`src/rtl/loop_nest_pkg.sv`:
```
// rtl/loop_nest_pkg.sv - shared state encoding and index-width helper for loop_nest_counter
//
// Contents:
//   S_IDLE / S_RUN   one-bit state encodings shared by the counter FSM
//   state_t          enum built on those encodings
//   idx_width()      bits needed to hold indices 0..max_bound (never below 1)
package loop_nest_pkg;

    localparam logic S_IDLE = 1'b0;
    localparam logic S_RUN  = 1'b1;

    typedef enum logic {
        ST_IDLE = S_IDLE,
        ST_RUN  = S_RUN
    } state_t;

    function automatic int idx_width(input int max_bound);
        return (max_bound < 2) ? 1 : $clog2(max_bound + 1);
    endfunction

endpackage

```
`src/rtl/loop_nest_stage.sv`:
```
// rtl/loop_nest_stage.sv - one dimension of the nested loop counter (wrapping index register)
//
// Ports:
//   clk        rising-edge clock
//   rst        asynchronous active-low reset
//   inc        advance this dimension this cycle
//   load_zero  force the index to 0 (abort / end of pass); wins over inc
//   bound      inclusive max index for this dimension
//   idx        current index
//   at_bound   idx == bound; the parent chains this into the next stage's inc
module loop_nest_stage #(
    parameter int W = 4
) (
    input  logic         clk,
    input  logic         rst,
    input  logic         inc,
    input  logic         load_zero,
    input  logic [W-1:0] bound,
    output logic [W-1:0] idx,
    output logic         at_bound
);

    assign at_bound = (idx == bound);

    always_ff @(posedge clk or negedge rst) begin
        if (!rst) begin
            idx <= '0;
        end else if (load_zero) begin
            idx <= '0;
        end else if (inc) begin
            // Wrapping at the bound (not at 2^W) keeps idx <= bound always.
            idx <= at_bound ? '0 : idx + 1'b1;
        end
    end

endmodule

```
`src/rtl/loop_nest_counter.sv`:
```
// rtl/loop_nest_counter.sv - NUM_DIMS nested loop index generator with start/busy/done handshake
//
// Optional feature macro: LOOP_NEST_COUNTER_AUTO_RESTART_EN
//   defined   : a completed pass restarts at index 0 with the latched bounds; exit via clear/reset
//   undefined : single pass, return to IDLE after the final tuple is consumed
//
// Ports:
//   clk    rising-edge clock
//   rst    asynchronous active-low reset
//   start  begin a pass (sampled in IDLE only)
//   bound  packed inclusive max index per dim, dim d at [d*W +: W]; latched on accepted start
//   adv    advance the tuple this cycle (0 = stall)
//   clear  synchronous abort to IDLE, priority over adv and start
//   idx    current index tuple, same packing as bound
//   wrap   wrap[d] = dim d wraps on this advance
//   last   current tuple is the final one
//   busy   pass in progress
//   done   one-cycle pulse after the final tuple is consumed
module loop_nest_counter
    import loop_nest_pkg::*;
#(
    parameter  int NUM_DIMS  = 3,
    parameter  int MAX_BOUND = 15,
    localparam int W         = idx_width(MAX_BOUND)
) (
    input  logic                  clk,
    input  logic                  rst,
    input  logic                  start,
    input  logic [NUM_DIMS*W-1:0] bound,
    input  logic                  adv,
    input  logic                  clear,
    output logic [NUM_DIMS*W-1:0] idx,
    output logic [NUM_DIMS-1:0]   wrap,
    output logic                  last,
    output logic                  busy,
    output logic                  done
);

    state_t                  state;
    logic [NUM_DIMS*W-1:0]   bnd;
    logic [NUM_DIMS-1:0]     at_bound;
    logic [NUM_DIMS-1:0]     inc;
    logic [NUM_DIMS:0]       chain;
    logic                    adv_en;
    logic                    finish;
    logic                    load_zero;

    // chain[d] = all dims below d sit at their bound; chain[NUM_DIMS] = final tuple.
    always_comb begin
        chain    = '0;
        chain[0] = 1'b1;
        for (int d = 0; d < NUM_DIMS; d++) begin
            chain[d+1] = chain[d] & at_bound[d];
        end
    end

    assign busy      = (state == ST_RUN);
    assign adv_en    = busy & adv & ~clear;
    assign last      = busy & chain[NUM_DIMS];
    assign finish    = adv_en & chain[NUM_DIMS];
    assign load_zero = (busy & clear) | finish;

    always_comb begin
        inc  = '0;
        wrap = '0;
        for (int d = 0; d < NUM_DIMS; d++) begin
            inc[d]  = adv_en & chain[d];
            wrap[d] = busy & adv & chain[d+1];
        end
    end

    for (genvar d = 0; d < NUM_DIMS; d++) begin : g_dim
        loop_nest_stage #(
            .W (W)
        ) u_stage (
            .clk       (clk),
            .rst       (rst),
            .inc       (inc[d]),
            .load_zero (load_zero),
            .bound     (bnd[d*W +: W]),
            .idx       (idx[d*W +: W]),
            .at_bound  (at_bound[d])
        );
    end

    always_ff @(posedge clk or negedge rst) begin
        if (!rst) begin
            state <= ST_IDLE;
            bnd   <= '0;
            done  <= 1'b0;
        end else begin
            done <= 1'b0;
            case (state)
                ST_IDLE: begin
                    if (start && !clear) begin
                        state <= ST_RUN;
                        bnd   <= bound;
                    end
                end
                ST_RUN: begin
                    if (clear) begin
                        state <= ST_IDLE;
                    end else if (finish) begin
                        done <= 1'b1;
`ifdef LOOP_NEST_COUNTER_AUTO_RESTART_EN
                        state <= ST_RUN;
`else
                        state <= ST_IDLE;
`endif
                    end
                end
                default: state <= ST_IDLE;
            endcase
        end
    end

endmodule

```
`config.mk`:
```
export PLATFORM = sky130hd
export DESIGN_NAME = loop_nest_counter
export DESIGN_NICKNAME = d
export VERILOG_FILES = /design/src/rtl/loop_nest_pkg.sv /design/src/rtl/loop_nest_stage.sv /design/src/rtl/loop_nest_counter.sv
export SDC_FILE = /design/constraint.sdc
export NUM_CORES = 1
export LEC_CHECK = 0
export ABC_AREA = 1
export CORE_MARGIN = 3
export CORE_UTILIZATION = 50
export DETAILED_ROUTE_END_ITERATION = 8
export PLACE_DENSITY = 0.84
export RECOVER_POWER = 50
export SLEW_MARGIN = 25
export SYNTH_ARGS = -nofsm -noshare
export SYNTH_HDL_FRONTEND = slang
export SYNTH_HIERARCHICAL = 1
export SYNTH_SLANG_ARGS = --single-unit
```
`constraint.sdc`:
```
create_clock -name clk -period 2.3 [get_ports clk]
set_input_delay 0.345 -clock clk [delete_from_list [all_inputs] [get_ports clk]]
set_output_delay 0.345 -clock clk [all_outputs]
set_load 0.01 [all_outputs]
```
Fig. 1: run 1, the metal 2 layer
(4 px per um)
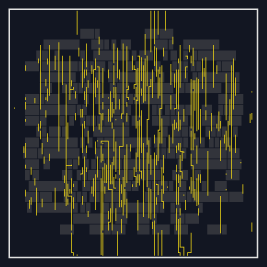
wire length on this layer: 1450 um
longest straight run: 30.3 um
nets with wire on the layer: 210

Fig. 2: run 1, selected gate families
(8 px per um)
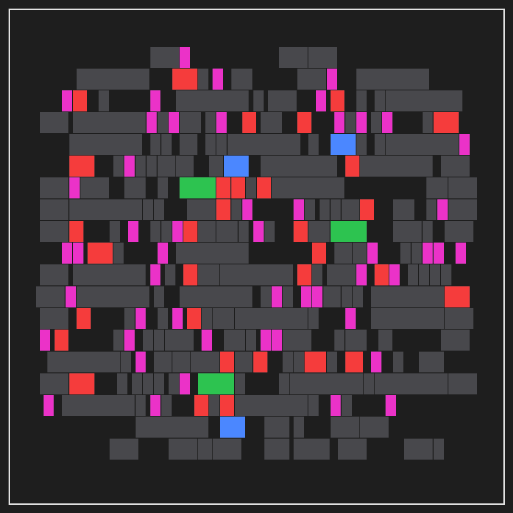
legend:
  adder and majority cells:
    color: green
    cells: 3
    most_used: ha_1
  inverting AOI/OAI gates:
    color: red
    cells: 32
  inverters:
    color: magenta
    cells: 50
    most_used: inv_1
  XOR/XNOR gates:
    color: blue
    cells: 3
    most_used: xor2_1

Fig. 3: run 1, a small window of the routed layout
Window x 11 to 51, y 22 to 62 um. Cells in gray, sequential cells in the stronger gray; small squares are vias.
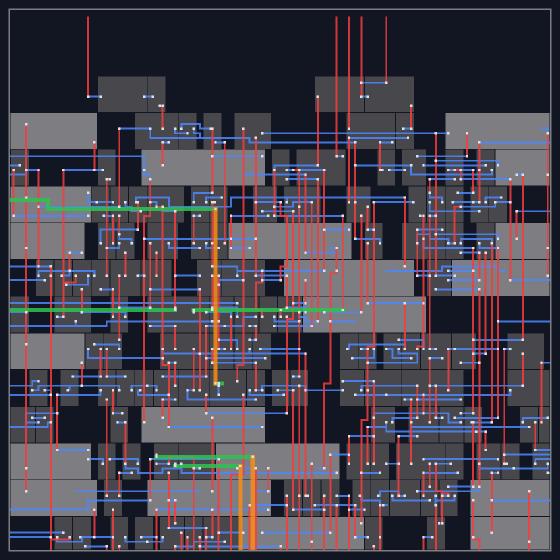
legend:
  metal 3:
    color: green
  metal 2:
    color: red
  metal 1:
    color: blue
  metal 4:
    color: orange
netlist names of flops here include: `bnd` (9), `g_dim.u_stage/idx` (9)
sequential cells in the window: 18
most frequent: nand2_1 (40), inv_1 (28), dfrtp_1 (17)
cells with their middle in the window: 141

==> impl_metrics.tcl, run 1 <==
# flow metrics
set metrics [dict create \
    maxSlewHeadroom 0.0890 \
    design_area_sq_mm 0.00197 \
    top_cell_area_share 0.420 \
    dp_hpwl_mm 2.13 \
    clk-insertion-delay-late_ns 0.31 \
    cts_hold_buf 0 \
    simple_gate_share 0.269 \
    place_area_sq_mm 0.00194 \
    synth-xor-area-share 0.0169 \
    cts_inserted_buffers 3 \
    path_clk_slew_ns 0.13 \
    powerComb_w 0.000388 \
    hold_depth 2 \
    endpoint "wrap[2]" \
    rsz0062_at_grt "no" \
    route.met2.wl_mm 1.45 \
    clock_path_buffers 2 \
    grt_overflow 0 \
    drive_gt1_frac 0.137 \
    ctsResizeCount 6 \
    pin_count 35 \
    hold_viol_final 0 \
    start_kind "flop" \
    crit_chain "inv_1 -> nand2_1 -> nand2_1 -> nor2_1 -> nand2_2 -> inv_1 -> nand3_2 -> nor2_1 -> dlygate4sd2_1" \
    clock-root-buffer "clkbuf_4" \
    ant_nets 0 \
    wl_per_cell_um 10.4 \
    rrSetupSlack_ns 0.42 \
    yosysMostFrequentCell "nand2_1" \
    dieArea_sq_mm 0.00380 \
    power_sequential_w 0.000565 \
    core_sq_mm 0.00285 \
    via_count 1373 \
    grt_first_pass_wirelength_mm 5.00 \
    async_flop_share 1.00 \
    use_met3 0.0294 \
    taps 31 \
    internal_power_w 0.000755 \
    gr-usage-met1 0.207 \
    p_leak_nw 1.06 \
    status "finished, final reports clean" \
    worst-path-buf-inv 3 \
]
Fig. 4: run 1, routing congestion
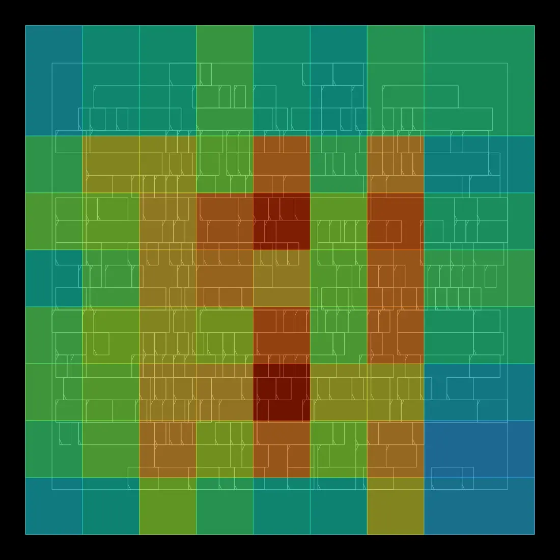

==> run 2, diff against run 1 <==
--- a/config.mk
+++ b/config.mk
@@ -8,8 +8,9 @@
 export ABC_AREA = 1
 export CORE_MARGIN = 3
 export CORE_UTILIZATION = 50
+export CTS_CLUSTER_SIZE = 12
 export DETAILED_ROUTE_END_ITERATION = 8
-export PLACE_DENSITY = 0.84
+export PLACE_DENSITY_LB_ADDON = 0.25
 export RECOVER_POWER = 50
 export SLEW_MARGIN = 25
 export SYNTH_ARGS = -nofsm -noshare
Fig. 5: run 2, routing congestion
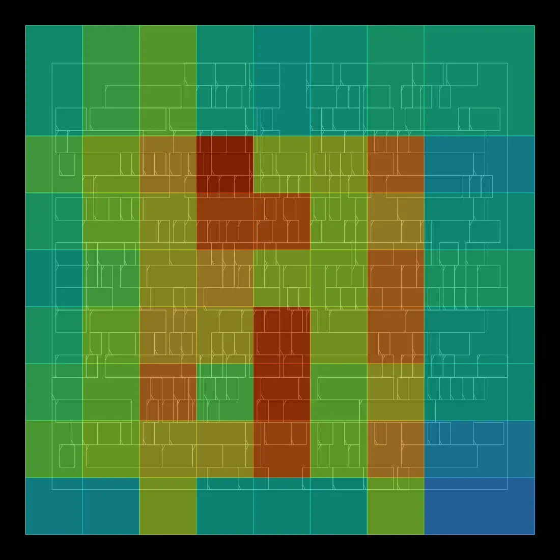
met3 usage: 0.0314
met2 Use GR: 0.293
met1 Usage GRT: 0.224
GRT Total Usage: 0.174

Fig. 6: run 2, a small window of the routed layout
Window x 11 to 51, y 22 to 62 um. Cells in gray, sequential cells in the stronger gray; small squares are vias.
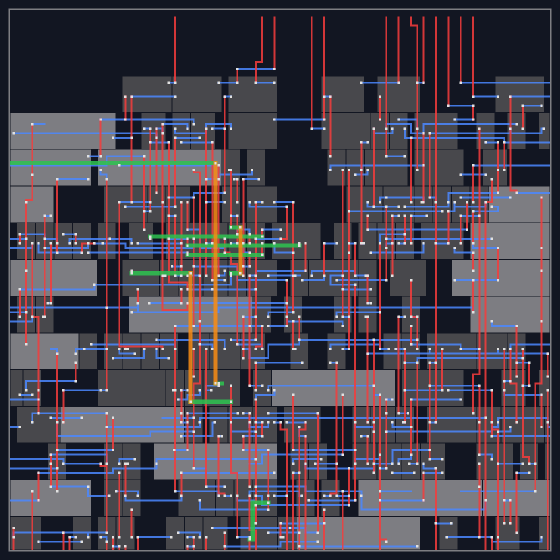
legend:
  metal 4:
    color: orange
  metal 2:
    color: red
  metal 3:
    color: green
  metal 1:
    color: blue
most frequent: nand2_1 (36), inv_1 (26), dfrtp_1 (15)
netlist names of flops here include: `g_dim.u_stage/idx` (10), `bnd` (5)
sequential cells in the window: 16
cells with their middle in the window: 148

==> impl_metrics.tcl, run 2 <==
# flow metrics
set metrics [dict create \
    status "finished, final reports clean" \
    hold_viol_final 0 \
    start_kind "flop" \
    powerComb_w 0.000370 \
    drive_gt1_frac 0.119 \
    rrSetupSlack_ns 0.44 \
    clk-insertion-delay-late_ns 0.32 \
    async_flop_share 1.00 \
    simple_gate_share 0.269 \
    dieArea_sq_mm 0.00380 \
    path_clk_slew_ns 0.13 \
    clock-root-buffer "clkbuf_4" \
    ant_nets 0 \
    pin_count 35 \
    ctsResizeCount 6 \
    core_sq_mm 0.00285 \
    power_sequential_w 0.000570 \
    internal_power_w 0.000780 \
    worst-path-buf-inv 3 \
    dp_hpwl_mm 2.20 \
    grt_overflow 0 \
    design_area_sq_mm 0.00195 \
    taps 31 \
    place_area_sq_mm 0.00193 \
]
Fig. 7: run 2, the metal 2 layer
(4 px per um)
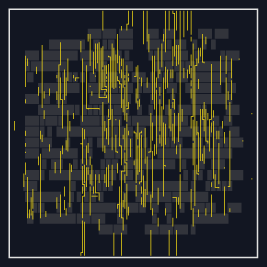

==> run 3, diff against run 2 <==
--- a/config.mk
+++ b/config.mk
@@ -7,9 +7,10 @@
 export LEC_CHECK = 0
 export ABC_AREA = 1
 export CORE_MARGIN = 3
-export CORE_UTILIZATION = 50
+export CORE_UTILIZATION = 54
 export CTS_CLUSTER_SIZE = 12
 export DETAILED_ROUTE_END_ITERATION = 8
+export DONT_BUFFER_PORTS = 1
 export PLACE_DENSITY_LB_ADDON = 0.25
 export RECOVER_POWER = 50
 export SLEW_MARGIN = 25
Fig. 8: run 3, the metal 2 layer
(4 px per um)
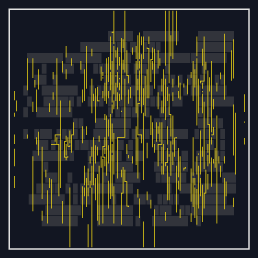
main direction: vertical
longest straight run: 26.9 um

Fig. 9: run 3, selected gate families
(8 px per um)
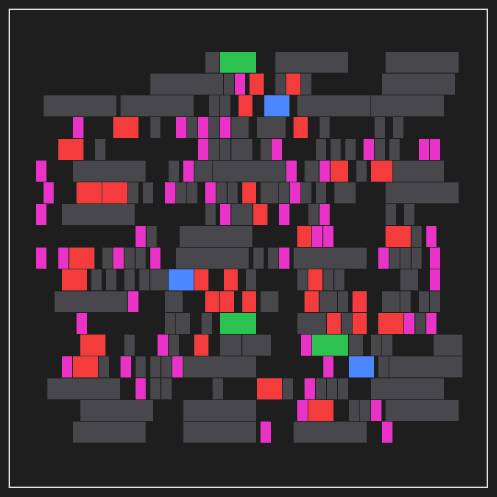
fin cells: 245
combinational share of cell area: 0.428
Commonest Layout Cell: nand2_1

==> impl_metrics.tcl, run 3 <==
# flow metrics
set metrics [dict create \
    status "finished, final reports clean" \
    gr-usage-met1 0.202 \
    ant_nets 0 \
    core_sq_mm 0.00261 \
    start_kind "flop" \
    p_leak_nw 0.876 \
    pin_count 35 \
    hold_depth 2 \
    crit_chain "inv_1 -> nand2_1 -> nand2_1 -> nor2_1 -> nand2_2 -> inv_1 -> nand3_1 -> nor2_1" \
    via_count 1245 \
    worst-path-buf-inv 2 \
    internal_power_w 0.000686 \
    synth-xor-area-share 0.0169 \
    hold_viol_final 0 \
    grt_first_pass_wirelength_mm 5.13 \
    use_met2 0.360 \
    clock-root-buffer "clkbuf_4" \
    use_met3 0.0458 \
    place_area_sq_mm 0.00157 \
    clock_path_buffers 2 \
    rsz0062_at_grt "no" \
    wl_per_cell_um 12.4 \
    route.met2.wl_mm 1.54 \
    yosysMostFrequentCell "nand2_1" \
    clk-insertion-delay-late_ns 0.31 \
    maxSlewHeadroom 0.0490 \
    taps 30 \
    power_sequential_w 0.000589 \
    drive_gt1_frac 0.144 \
    simple_gate_share 0.269 \
    rrSetupSlack_ns 0.31 \
    async_flop_share 1.00 \
    grt_overflow 0 \
    powerComb_w 0.000293 \
    endpoint "wrap[2]" \
    path_clk_slew_ns 0.13 \
]
